[src/rtl/xyolo_write_ctrl_pkg.sv]
// Shared definitions for the xyolo write-stage sequencer.
// Contents: FSM state encoding, strobe-tag bit positions, default pipeline
// latencies and a helper that packs a strobe tag.
package xyolo_ctrl_pkg;

    localparam int RD_LAT_DEF = 2;   // vread_enB -> pixel at xyolo input
    localparam int WR_LAT_DEF = 3;   // ld_res -> valid xyolo flow_out

    localparam logic [1:0] ST_IDLE  = 2'd0;
    localparam logic [1:0] ST_READ  = 2'd1;
    localparam logic [1:0] ST_DRAIN = 2'd2;
    localparam logic [1:0] ST_FIN   = 2'd3;

    // Strobe tag carried alongside every read through the delay line
    localparam int TAG_FIRST = 0;    // first pixel of a group
    localparam int TAG_LAST  = 1;    // last pixel of a group
    localparam int TAG_MP    = 2;    // group opens a maxpool window
    localparam int TAG_WR    = 3;    // group result gets written
    localparam int TAG_W     = 4;

    typedef logic [TAG_W-1:0] tag_t;

    function automatic tag_t make_tag(input logic first, input logic last,
                                      input logic mp, input logic wr);
        tag_t t;
        t            = {TAG_W{1'b0}};
        t[TAG_FIRST] = first;
        t[TAG_LAST]  = last;
        t[TAG_MP]    = mp;
        t[TAG_WR]    = wr;
        return t;
    endfunction

endpackage

[src/rtl/xyolo_write_ctrl_if.sv]
// Bus between the write-stage sequencer and its surroundings.
// master: the sequencer (takes run + config, drives status, vread port B,
//         xyolo load strobes and vwrite port B).
// slave : the environment driving run/config and observing the outputs.
interface xyolo_write_ctrl_if
    import xyolo_ctrl_pkg::*;
#(
    parameter int MEM_ADDR_W    = 10,
    parameter int VWRITE_ADDR_W = 10,
    parameter int CNT_W         = 16
);
    logic                     run;
    logic [CNT_W-1:0]         acc_len;
    logic [CNT_W-1:0]         n_out;
    logic                     maxpool;
    logic [MEM_ADDR_W-1:0]    rd_start;
    logic [VWRITE_ADDR_W-1:0] wr_start;
    logic                     busy;
    logic                     done;
    logic                     vread_enB;
    logic [MEM_ADDR_W-1:0]    vread_addrB;
    logic                     ld_acc;
    logic                     ld_mp;
    logic                     ld_res;
    logic                     vwrite_enB;
    logic [VWRITE_ADDR_W-1:0] vwrite_addrB;

    modport master (
        input  run, acc_len, n_out, maxpool, rd_start, wr_start,
        output busy, done, vread_enB, vread_addrB, ld_acc, ld_mp, ld_res,
               vwrite_enB, vwrite_addrB
    );

    modport slave (
        output run, acc_len, n_out, maxpool, rd_start, wr_start,
        input  busy, done, vread_enB, vread_addrB, ld_acc, ld_mp, ld_res,
               vwrite_enB, vwrite_addrB
    );
endinterface

[src/rtl/xyolo_write_ctrl_strobe_pipe.sv]
// Fixed-depth shift register of strobe tags.
// Ports: clk, clr (synchronous clear), tag_i (tag entering stage 0),
//        stage_o (all stages, stage i holds the tag injected i+1 cycles ago),
//        empty_o (no tag is held before the output stage, so nothing remains
//        to be emitted after the current output).
module xyolo_strobe_pipe
    import xyolo_ctrl_pkg::*;
#(
    parameter int DEPTH = 6,
    parameter int W     = TAG_W
)(
    input  logic                  clk,
    input  logic                  clr,
    input  logic [W-1:0]          tag_i,
    output logic [DEPTH-1:0][W-1:0] stage_o,
    output logic                  empty_o
);
    logic [DEPTH-1:0][W-1:0] stage_q;
    logic [DEPTH-1:0][W-1:0] stage_d;

    // Shift every tag one stage further each cycle
    always_comb begin
        stage_d    = stage_q;
        stage_d[0] = tag_i;
        for (int i = 1; i < DEPTH; i++) begin
            stage_d[i] = stage_q[i-1];
        end
    end

    // Stage registers with synchronous clear
    always_ff @(posedge clk) begin
        if (clr) begin
            stage_q <= {(DEPTH*W){1'b0}};
        end else begin
            stage_q <= stage_d;
        end
    end

    assign stage_o = stage_q;
    assign empty_o = (stage_q[DEPTH-2:0] == {((DEPTH-1)*W){1'b0}});

endmodule

[src/rtl/xyolo_write_ctrl.sv]
// Internal sequencer of the xyolo write stage.
// Ports: clk, rst (synchronous, active high), bus (xyolo_write_ctrl_if master):
//   run/acc_len/n_out/maxpool/rd_start/wr_start in; busy/done status out;
//   vread_enB/vread_addrB, ld_acc/ld_mp/ld_res, vwrite_enB/vwrite_addrB out.
// One read per cycle is issued gap-free across all groups; each read pushes a
// tag into a delay line whose taps produce the load strobes and write enables.
module xyolo_write_ctrl
    import xyolo_ctrl_pkg::*;
#(
    parameter int MEM_ADDR_W    = 10,
    parameter int VWRITE_ADDR_W = 10,
    parameter int CNT_W         = 16,
    parameter int RD_LAT        = RD_LAT_DEF,
    parameter int WR_LAT        = WR_LAT_DEF
)(
    input  logic               clk,
    input  logic               rst,
    xyolo_write_ctrl_if.master bus
);
    localparam int DEPTH = RD_LAT + 1 + WR_LAT;

    logic [1:0]               state_q, state_d;
    logic                     busy_q, busy_d;
    logic                     done_q, done_d;
    logic [CNT_W-1:0]         acc_len_q, acc_len_d;
    logic [CNT_W-1:0]         n_out_q, n_out_d;
    logic                     maxpool_q, maxpool_d;
    logic [CNT_W-1:0]         e_q, e_d;
    logic [CNT_W-1:0]         g_q, g_d;
    logic                     rd_en_q, rd_en_d;
    logic [MEM_ADDR_W-1:0]    rd_addr_q, rd_addr_d;
    logic [VWRITE_ADDR_W-1:0] wr_nxt_q, wr_nxt_d;
    logic [VWRITE_ADDR_W-1:0] wr_addr_q, wr_addr_d;

    logic                     cfg_empty_s;
    logic                     elem_last_s;
    tag_t                     tag_in_s;
    logic [DEPTH-1:0][TAG_W-1:0] stage_s;
    logic                     pipe_empty_s;
    logic                     unused_stage_s;

    // Runs with nothing to compute finish without issuing any enable
    assign cfg_empty_s = (bus.acc_len == CNT_W'(0)) || (bus.n_out == CNT_W'(0)) ||
                         (bus.maxpool && (bus.n_out[1:0] != 2'd0));
    assign elem_last_s = (e_q == acc_len_q - CNT_W'(1));

    // Tag for the read currently on vread port B
    always_comb begin
        if (state_q == ST_READ) begin
            tag_in_s = make_tag(e_q == CNT_W'(0),
                                elem_last_s,
                                elem_last_s && maxpool_q && (g_q[1:0] == 2'd0),
                                elem_last_s && (!maxpool_q || (g_q[1:0] == 2'd3)));
        end else begin
            tag_in_s = {TAG_W{1'b0}};
        end
    end

    // Sequencer FSM, read counters and write-address generation
    always_comb begin
        state_d   = state_q;
        busy_d    = busy_q;
        done_d    = done_q;
        acc_len_d = acc_len_q;
        n_out_d   = n_out_q;
        maxpool_d = maxpool_q;
        e_d       = e_q;
        g_d       = g_q;
        rd_en_d   = 1'b0;
        rd_addr_d = rd_addr_q;
        wr_nxt_d  = wr_nxt_q;
        wr_addr_d = wr_addr_q;

        case (state_q)
            ST_IDLE: begin
                if (bus.run) begin
                    busy_d    = 1'b1;
                    done_d    = 1'b0;
                    acc_len_d = bus.acc_len;
                    n_out_d   = bus.n_out;
                    maxpool_d = bus.maxpool;
                    e_d       = CNT_W'(0);
                    g_d       = CNT_W'(0);
                    wr_nxt_d  = bus.wr_start;
                    if (cfg_empty_s) begin
                        state_d = ST_FIN;
                    end else begin
                        state_d   = ST_READ;
                        rd_en_d   = 1'b1;
                        rd_addr_d = bus.rd_start;
                    end
                end else begin
                    state_d = ST_IDLE;
                end
            end
            ST_READ: begin
                if (elem_last_s) begin
                    e_d = CNT_W'(0);
                    if (g_q == n_out_q - CNT_W'(1)) begin
                        state_d = ST_DRAIN;
                    end else begin
                        g_d       = g_q + CNT_W'(1);
                        rd_en_d   = 1'b1;
                        rd_addr_d = rd_addr_q + MEM_ADDR_W'(1);
                    end
                end else begin
                    e_d       = e_q + CNT_W'(1);
                    rd_en_d   = 1'b1;
                    rd_addr_d = rd_addr_q + MEM_ADDR_W'(1);
                end
            end
            ST_DRAIN: begin
                if (pipe_empty_s) begin
                    state_d = ST_FIN;
                end else begin
                    state_d = ST_DRAIN;
                end
            end
            ST_FIN: begin
                busy_d  = 1'b0;
                done_d  = 1'b1;
                state_d = ST_IDLE;
            end
            default: begin
                state_d = ST_IDLE;
            end
        endcase

        // The tag one stage before the output writes next cycle: present its
        // address together with the enable, otherwise hold the last address.
        if (stage_s[DEPTH-2][TAG_WR]) begin
            wr_addr_d = wr_nxt_q;
            wr_nxt_d  = wr_nxt_q + VWRITE_ADDR_W'(1);
        end else begin
            wr_addr_d = wr_addr_q;
        end
    end

    // State and output registers
    always_ff @(posedge clk) begin
        if (rst) begin
            state_q   <= ST_IDLE;
            busy_q    <= 1'b0;
            done_q    <= 1'b0;
            acc_len_q <= CNT_W'(0);
            n_out_q   <= CNT_W'(0);
            maxpool_q <= 1'b0;
            e_q       <= CNT_W'(0);
            g_q       <= CNT_W'(0);
            rd_en_q   <= 1'b0;
            rd_addr_q <= MEM_ADDR_W'(0);
            wr_nxt_q  <= VWRITE_ADDR_W'(0);
            wr_addr_q <= VWRITE_ADDR_W'(0);
        end else begin
            state_q   <= state_d;
            busy_q    <= busy_d;
            done_q    <= done_d;
            acc_len_q <= acc_len_d;
            n_out_q   <= n_out_d;
            maxpool_q <= maxpool_d;
            e_q       <= e_d;
            g_q       <= g_d;
            rd_en_q   <= rd_en_d;
            rd_addr_q <= rd_addr_d;
            wr_nxt_q  <= wr_nxt_d;
            wr_addr_q <= wr_addr_d;
        end
    end

    xyolo_strobe_pipe #(
        .DEPTH (DEPTH),
        .W     (TAG_W)
    ) u_pipe (
        .clk     (clk),
        .clr     (rst),
        .tag_i   (tag_in_s),
        .stage_o (stage_s),
        .empty_o (pipe_empty_s)
    );

    // Only a few taps of the delay line drive outputs
    assign unused_stage_s = ^stage_s;

    assign bus.busy         = busy_q;
    assign bus.done         = done_q;
    assign bus.vread_enB    = rd_en_q;
    assign bus.vread_addrB  = rd_addr_q;
    assign bus.ld_acc       = stage_s[RD_LAT-1][TAG_FIRST];
    assign bus.ld_res       = stage_s[RD_LAT][TAG_LAST];
    assign bus.ld_mp        = stage_s[RD_LAT][TAG_MP];
    assign bus.vwrite_enB   = stage_s[DEPTH-1][TAG_WR];
    assign bus.vwrite_addrB = wr_addr_q;

endmodule

[src/flat_wrapper.sv]
// flat-port wrapper written by rule: the top's interface ports become plain ports
module xyolo_write_ctrl_flat import xyolo_ctrl_pkg::*;
#(
    parameter int MEM_ADDR_W    = 10,
    parameter int VWRITE_ADDR_W = 10,
    parameter int CNT_W         = 16,
    parameter int RD_LAT        = RD_LAT_DEF,
    parameter int WR_LAT        = WR_LAT_DEF
)
  (clk, rst, bus_run, bus_acc_len, bus_n_out, bus_maxpool, bus_rd_start, bus_wr_start, bus_busy, bus_done, bus_vread_enB, bus_vread_addrB, bus_ld_acc, bus_ld_mp, bus_ld_res, bus_vwrite_enB, bus_vwrite_addrB);
  xyolo_write_ctrl_if #(.MEM_ADDR_W(MEM_ADDR_W), .VWRITE_ADDR_W(VWRITE_ADDR_W), .CNT_W(CNT_W)) bus_i ();
  input  logic clk;
  input  logic rst;
  input wire logic [$bits(bus_i.run)-1:0] bus_run;
  input wire logic [$bits(bus_i.acc_len)-1:0] bus_acc_len;
  input wire logic [$bits(bus_i.n_out)-1:0] bus_n_out;
  input wire logic [$bits(bus_i.maxpool)-1:0] bus_maxpool;
  input wire logic [$bits(bus_i.rd_start)-1:0] bus_rd_start;
  input wire logic [$bits(bus_i.wr_start)-1:0] bus_wr_start;
  output wire logic [$bits(bus_i.busy)-1:0] bus_busy;
  output wire logic [$bits(bus_i.done)-1:0] bus_done;
  output wire logic [$bits(bus_i.vread_enB)-1:0] bus_vread_enB;
  output wire logic [$bits(bus_i.vread_addrB)-1:0] bus_vread_addrB;
  output wire logic [$bits(bus_i.ld_acc)-1:0] bus_ld_acc;
  output wire logic [$bits(bus_i.ld_mp)-1:0] bus_ld_mp;
  output wire logic [$bits(bus_i.ld_res)-1:0] bus_ld_res;
  output wire logic [$bits(bus_i.vwrite_enB)-1:0] bus_vwrite_enB;
  output wire logic [$bits(bus_i.vwrite_addrB)-1:0] bus_vwrite_addrB;
  assign bus_i.run = bus_run;
  assign bus_i.acc_len = bus_acc_len;
  assign bus_i.n_out = bus_n_out;
  assign bus_i.maxpool = bus_maxpool;
  assign bus_i.rd_start = bus_rd_start;
  assign bus_i.wr_start = bus_wr_start;
  assign bus_busy = bus_i.busy;
  assign bus_done = bus_i.done;
  assign bus_vread_enB = bus_i.vread_enB;
  assign bus_vread_addrB = bus_i.vread_addrB;
  assign bus_ld_acc = bus_i.ld_acc;
  assign bus_ld_mp = bus_i.ld_mp;
  assign bus_ld_res = bus_i.ld_res;
  assign bus_vwrite_enB = bus_i.vwrite_enB;
  assign bus_vwrite_addrB = bus_i.vwrite_addrB;
  xyolo_write_ctrl #(.MEM_ADDR_W(MEM_ADDR_W), .VWRITE_ADDR_W(VWRITE_ADDR_W), .CNT_W(CNT_W), .RD_LAT(RD_LAT), .WR_LAT(WR_LAT)) u_core (.clk(clk), .rst(rst), .bus(bus_i));
endmodule
[config.mk]
export PLATFORM = sky130hd
export DESIGN_NAME = xyolo_write_ctrl_flat
export DESIGN_NICKNAME = d
export VERILOG_FILES = /design/src/rtl/xyolo_write_ctrl_pkg.sv /design/src/rtl/xyolo_write_ctrl_if.sv /design/src/rtl/xyolo_write_ctrl_strobe_pipe.sv /design/src/rtl/xyolo_write_ctrl.sv /design/src/flat_wrapper.sv
export SDC_FILE = /design/constraint.sdc
export NUM_CORES = 1
export LEC_CHECK = 0
export ABC_AREA = 0
export CORE_UTILIZATION = 35
export CTS_BUF_LIST = sky130_fd_sc_hd__clkbuf_2
export DETAILED_ROUTE_END_ITERATION = 12
export GPL_TIMING_DRIVEN = 0
export PLACE_DENSITY = 0.61
export SLEW_MARGIN = 20
export SYNTH_ARGS = -nofsm -noshare
export SYNTH_HDL_FRONTEND = slang
export SYNTH_HIERARCHICAL = 1
export SYNTH_SLANG_ARGS = --single-unit
[constraint.sdc]
create_clock -name clk -period 3 [get_ports clk]
set_input_delay 0.3 -clock clk [delete_from_list [all_inputs] [get_ports clk]]
set_output_delay 0.3 -clock clk [all_outputs]
set_load 0.005 [all_outputs]
run_1/floorplan.png
Pins as bars on the die edge.
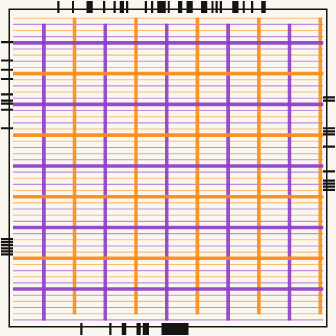
Key: VSS = purple; VDD = orange
9 straps on met5. 10 straps on met4. 83 signal pins sit on the boundary. 50 met1 rails follow the rows.

run_1/class_map.png
Scale bar: 50 um.
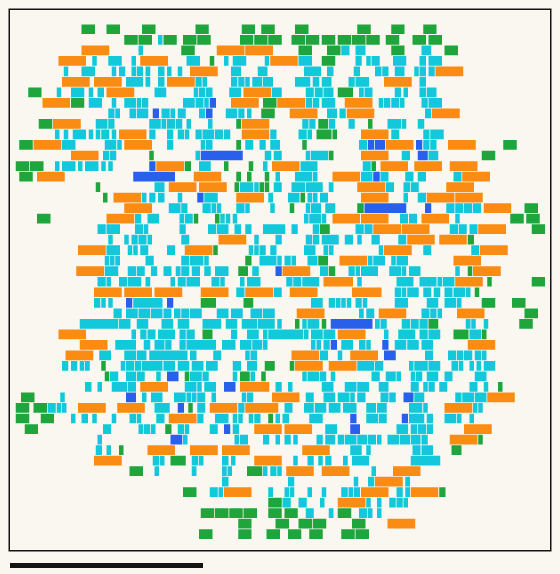
Key: clock drivers and dummy loads = blue [cells 31]; remaining buffers and delay cells = green [cells 145]; remaining logic cells = cyan [cells 661]; registers = orange [cells 121]
fin util: 0.451
flop share of the area: 0.295

run_1/clock_wires.png
Scale bar: 50 um.
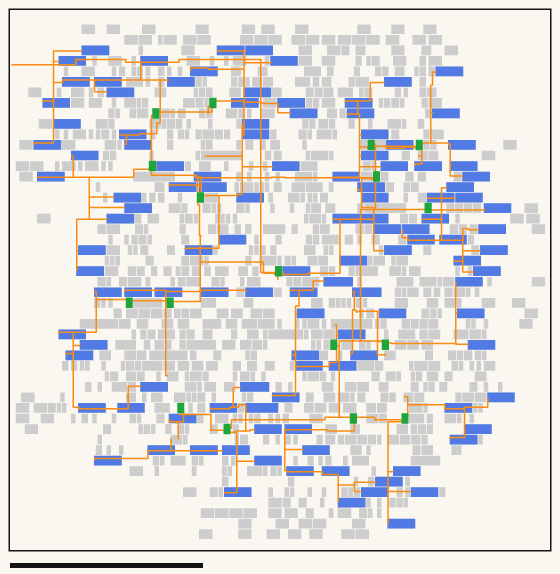
Key: clock-net drivers = green [count 17]; clock wires = orange [length 1660 um]; flip-flops = blue [count 121]
Position of the flops: spread over the die. There are 18 routed clock nets.
P_clk: 1220 uW
Clock power frac: 0.280
clock skew: 29.9 ps
clk latency late pin: 730 ps

==> results.cfg, run 1 <==
; flow metrics
[detailed_routing]
num_vias = 6256

[finish]
combGateArea_um2 = 4010
signal_buffers = 145
regArea_um2 = 2430
largest_reg_flops = 21
largest_class = logic gates
n_fill_cell = 1847

[global_route]
overflow = 0
antenna_found_initial = 1

[pwr]
finalPower_uw = 4360
p_per_area_nw_per_um2 = 530

[run]
maxCapViolations = 0
warning_count = 33

[final_timing]
fin_crit_sh = 0.995
setup_viol = 0

[floorplan]
num_rows = 49

[worst_setup_path]
cpMostUsedCell = nor4_4
cpPeakStageDelay_ps = 520
slowest_stage = or4b_4
worst-path-buf-inv = 2
timing.rr.start = u_core/n_out_q[0]$_SDFFE_PP0P_
crit_end = u_core/bus.vread_addrB[7]$_SDFFE_PP0P_

[logic_synthesis]
ys_warn_count = 6
syn_area_um2 = 6630
synth_nets = 904

[cts]
cts.htree.levels = 4
cts_tree = yes

[outcome]
status = complete, no violations

[placed_design]
gp_congestion = 0.830
==> inputs of run 2 (changes only) <==
Settings changed: GPL_ROUTABILITY_DRIVEN set to 0.
==> results.cfg, run 2 <==
; flow metrics
[worst_setup_path]
cpMostUsedCell = nor4_4
cpPeakStageDelay_ps = 520
timing.rr.start = u_core/n_out_q[0]$_SDFFE_PP0P_
crit_end = u_core/bus.vread_addrB[7]$_SDFFE_PP0P_
worst-path-buf-inv = 2
worst_ep_required_time_ps = 3580

[cts]
cts.htree.levels = 4
clock_latency_ps = 730
cts_tree = yes

[final_timing]
setup_viol = 0
skew_ps = 29.9
worst_pin_slew_ps = 807
fin_crit_sh = 0.995
fin_setup_tns_ps = 0

[detailed_routing]
drtPass1Iterations = 5
highest_layer = met4
drc = 0
wl_met2_um = 8580

[finish]
combGateArea_um2 = 4010
n_antenna_cell = 1
regArea_um2 = 2430
seq_share = 0.295
largest_class = logic gates
signal_buffers = 145
final_core_util = 0.451
n_fill_cell = 1847

[run]
warning_count = 33
maxCapViolations = 0

[floorplan]
num_rows = 49
die_x_um = 140
dieArea_um2 = 19500

[placed_design]
hpwl_um = 13300

[pwr]
p_per_area_nw_per_um2 = 530
seqPwrFrac = 0.423
pwr-share-clk = 0.280
finalPower_uw = 4360
pg_clk_uw = 1220

[outcome]
status = complete, no violations

[global_route]
antenna_found_initial = 1
overflow = 0
use_met3 = 0.0427

[logic_synthesis]
syn_area_um2 = 6630
synth_nets = 904
ys_warn_count = 6
run_2/clock_nets.png
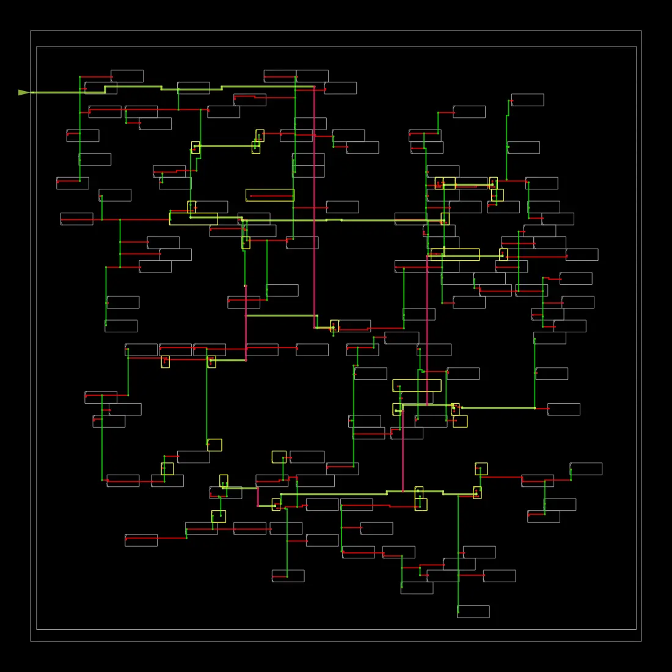
CTS buffer count: 17
Sink Count: 121

run_2/layers.png
Two of the layers only.
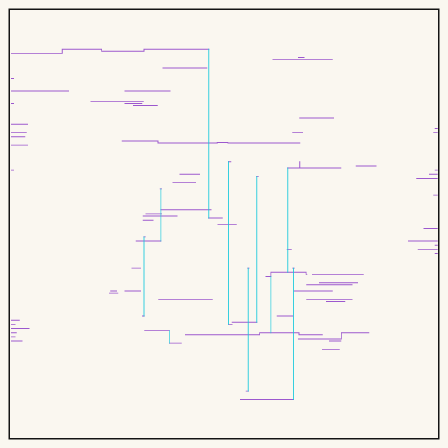
Key: M4 = cyan [wire length 338 um]; M3 = purple [wire length 655 um]

Power is estimated from default activity; no workload was simulated.
